===== src/rtl/i2s_tx_sched.sv =====
// I2S transmit scheduler: queues stereo frames in a small FIFO and streams each
// one as 32 left bits then 32 right bits, MSB first, with no gap between frames.
module i2s_tx_sched #(
    parameter int DEPTH = 2
) (
    input  logic        clk,
    input  logic        rst_n,
    input  logic        en,
    input  logic        req_valid,
    input  logic [31:0] req_left,
    input  logic [31:0] req_right,
    output logic        req_ready,
    output logic        tx_sd,
    output logic        tx_ws,
    output logic        tx_valid,
    output logic        busy,
    output logic [7:0]  frame_cnt
);
    localparam int AW = (DEPTH > 1) ? $clog2(DEPTH) : 1;
    localparam int CW = $clog2(DEPTH) + 1;
    localparam logic [CW-1:0] DEPTH_C = CW'(DEPTH);

    typedef enum logic [1:0] {IDLE, LEFT, RIGHT} state_t;

    state_t          state_q, state_d;
    logic [4:0]      bit_idx_q, bit_idx_d;
    logic [63:0]     shift_q, shift_d;
    logic [63:0]     mem_q [DEPTH];
    logic [AW-1:0]   wr_ptr_q, wr_ptr_d, rd_ptr_q, rd_ptr_d;
    logic [CW-1:0]   count_q, count_d;
    logic            tx_sd_q, tx_sd_d, tx_ws_q, tx_ws_d;
    logic            tx_valid_q, tx_valid_d, busy_q, busy_d;
    logic [7:0]      frame_cnt_q, frame_cnt_d;
    logic            push, pop, frame_end, can_start;

    assign req_ready = (count_q < DEPTH_C);
    assign push      = req_valid && req_ready;
    assign frame_end = (state_q == RIGHT) && (bit_idx_q == 5'd0);
    // A new frame may only begin from idle or exactly on the last right bit,
    // which is what keeps back-to-back frames seamless.
    assign can_start = (state_q == IDLE) || frame_end;
    assign pop       = can_start && en && (count_q != '0);

    always_comb begin
        state_d     = state_q;
        bit_idx_d   = bit_idx_q;
        shift_d     = shift_q;
        tx_sd_d     = tx_sd_q;
        frame_cnt_d = frame_cnt_q;
        wr_ptr_d    = wr_ptr_q;
        rd_ptr_d    = rd_ptr_q;
        count_d     = count_q;

        if (pop) begin
            state_d   = LEFT;
            bit_idx_d = 5'd31;
            tx_sd_d   = mem_q[rd_ptr_q][63];
            shift_d   = mem_q[rd_ptr_q] << 1;
            rd_ptr_d  = rd_ptr_q + AW'(1);
        end else if (can_start) begin
            state_d = IDLE;
            tx_sd_d = 1'b0;
        end else begin
            // bit_idx wraps 0 -> 31, which is exactly the LEFT -> RIGHT reload
            bit_idx_d = bit_idx_q - 5'd1;
            tx_sd_d   = shift_q[63];
            shift_d   = shift_q << 1;
            if (state_q == LEFT && bit_idx_q == 5'd0) begin
                state_d = RIGHT;
            end
        end

        if (frame_end) begin
            frame_cnt_d = frame_cnt_q + 8'd1;
        end

        if (push) begin
            wr_ptr_d = wr_ptr_q + AW'(1);
        end
        case ({push, pop})
            2'b10:   count_d = count_q + CW'(1);
            2'b01:   count_d = count_q - CW'(1);
            default: count_d = count_q;
        endcase

        tx_valid_d = (state_d != IDLE);
        busy_d     = (state_d != IDLE);
        tx_ws_d    = (state_d == RIGHT);
    end

    always_ff @(posedge clk or negedge rst_n) begin
        if (!rst_n) begin
            state_q     <= IDLE;
            bit_idx_q   <= 5'd0;
            tx_sd_q     <= 1'b0;
            tx_ws_q     <= 1'b0;
            tx_valid_q  <= 1'b0;
            busy_q      <= 1'b0;
            frame_cnt_q <= 8'd0;
            wr_ptr_q    <= '0;
            rd_ptr_q    <= '0;
            count_q     <= '0;
        end else begin
            state_q     <= state_d;
            bit_idx_q   <= bit_idx_d;
            tx_sd_q     <= tx_sd_d;
            tx_ws_q     <= tx_ws_d;
            tx_valid_q  <= tx_valid_d;
            busy_q      <= busy_d;
            frame_cnt_q <= frame_cnt_d;
            wr_ptr_q    <= wr_ptr_d;
            rd_ptr_q    <= rd_ptr_d;
            count_q     <= count_d;
        end
    end

    // Payload storage is never reset; the pointers and count define validity.
    always_ff @(posedge clk) begin
        shift_q <= shift_d;
        if (push) begin
            mem_q[wr_ptr_q] <= {req_left, req_right};
        end
    end

    assign tx_sd     = tx_sd_q;
    assign tx_ws     = tx_ws_q;
    assign tx_valid  = tx_valid_q;
    assign busy      = busy_q;
    assign frame_cnt = frame_cnt_q;
endmodule


===== config.mk =====
export PLATFORM = sky130hd
export DESIGN_NAME = i2s_tx_sched
export DESIGN_NICKNAME = d
export VERILOG_FILES = /design/src/rtl/i2s_tx_sched.sv
export SDC_FILE = /design/constraint.sdc
export NUM_CORES = 1
export LEC_CHECK = 0
export CORE_MARGIN = 2
export CORE_UTILIZATION = 56
export CTS_CLUSTER_DIAMETER = 40
export CTS_CLUSTER_SIZE = 20
export DETAILED_ROUTE_END_ITERATION = 8
export PLACE_DENSITY = 0.79
export RECOVER_POWER = 25
export REMOVE_ABC_BUFFERS = 1
export SLEW_MARGIN = 15
export SYNTH_ARGS = -nofsm -noshare
export SYNTH_HDL_FRONTEND = slang
export SYNTH_SLANG_ARGS = --single-unit

===== constraint.sdc =====
create_clock -name clk -period 5 [get_ports clk]
set_input_delay 1 -clock clk [delete_from_list [all_inputs] [get_ports clk]]
set_output_delay 1 -clock clk [all_outputs]
set_load 0.02 [all_outputs]

==> summary.txt <==
On the backend side, the flow ran end to end.

In this run, post-CTS hold repair placed 0 buffers. The global-route usage over all layers stands at about 17%. The number of different library cells in the post-synthesis netlist stands at 40. The die area stands at 15700 um2. Counting instances, the worst hold path has a depth of 1.

For the worst flop-to-flop path, the logic depth is 9. The summed negative setup slack over all endpoints stands at 0 ns. The power of the sequential group stands at 2890 uW. The clock network consumes a total of 1980 uW. Per the final report, the share of cell area in clock cells is 9.64%. The number of maximum-capacitance constraint violations stands at 0. The met3 track demand over resource stands at 3.72%. Fill cells in the final layout number 924.

The clock buffers instantiated in the layout total 32. The via count of the first global-routing pass came to 4451. The area taken by multi-input combinational cells is reported as 1720 um2. For reference, XOR and XNOR gates occupy 1.28% of the area reported after synthesis. The clock transition at the register clock pins on the worst setup and hold paths after CTS stands at 0.05 ns.

The kind of cell with the highest combined delay along the critical path is simple AND/OR/NAND/NOR gates. The run finished with clean final reports. The worst-case clock buffer depth stands at 3. The worst hold path terminates at frame_cnt[7]. For reference, the top cells by area after synthesis are sky130_fd_sc_hd__edfxtp_1, sky130_fd_sc_hd__mux2i_1, sky130_fd_sc_hd__dfrtp_1. The pre-CTS setup slack stands at 1.74 ns. The clock latency on the worst-skew pair stands at 0.54 ns.

The CTS buffer count stands at 30. Total power for the finished layout comes to around 6000 uW. According to the cell report, flip-flops and latches in the layout number 213. In this run the most critical hold path is launched from frame_cnt[7]. On the worst path, the slowest cell contributes a delay of 0.57 ns. Cells with a size suffix above 1 make up about an eighth of the layout. The synthesis stat section lists a flop and latch total of 213.

The worst register-to-register path ends at count_q[1]. Setup slack on the worst reg-to-reg path comes out at 1.94 ns. STA classifies the critical path startpoint as a register. The critical path in this run is classified as register to register. The total number of clock tree sinks stands at 213. The die is 125 um wide. The starting density of the core stands at 57.0%. The wire length of the first global-routing pass stands at around 22 mm.
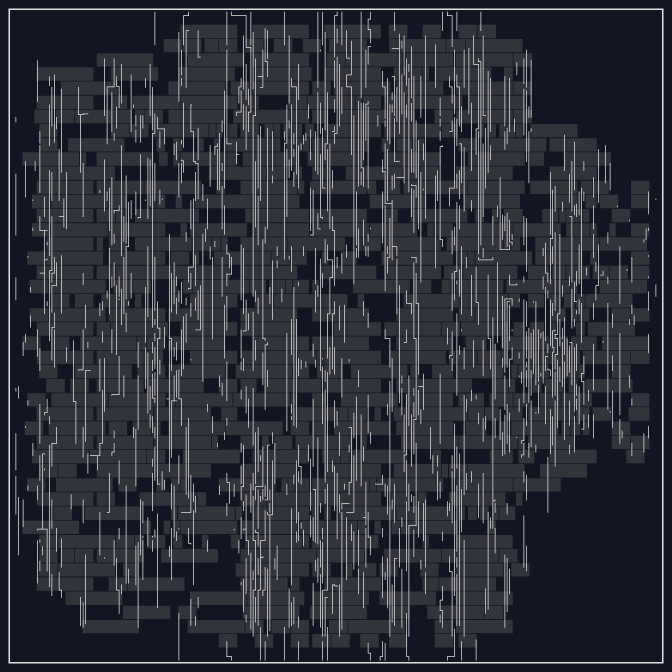
*Met2 routing*
Cells faint in the background.
share of all routed wire: 49%
nets with wire on the layer: 580
wire length on this layer: 6600 um
longest straight run: 49.0 um
main direction: vertical

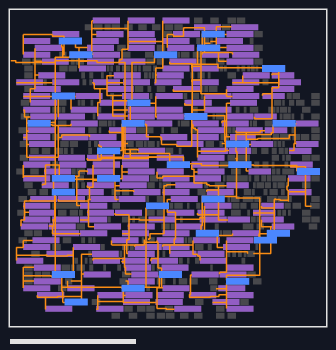
*Clock network drawn from the DEF*
The bar under the picture is 50 um long.
[orange] clock wires | length: 2470 um
[blue] cells driving clock nets | count: 30
[purple] flip-flops | count: 213
flops lie: spread over the die

No activity file was given, so power comes from the tool's default toggle rates.
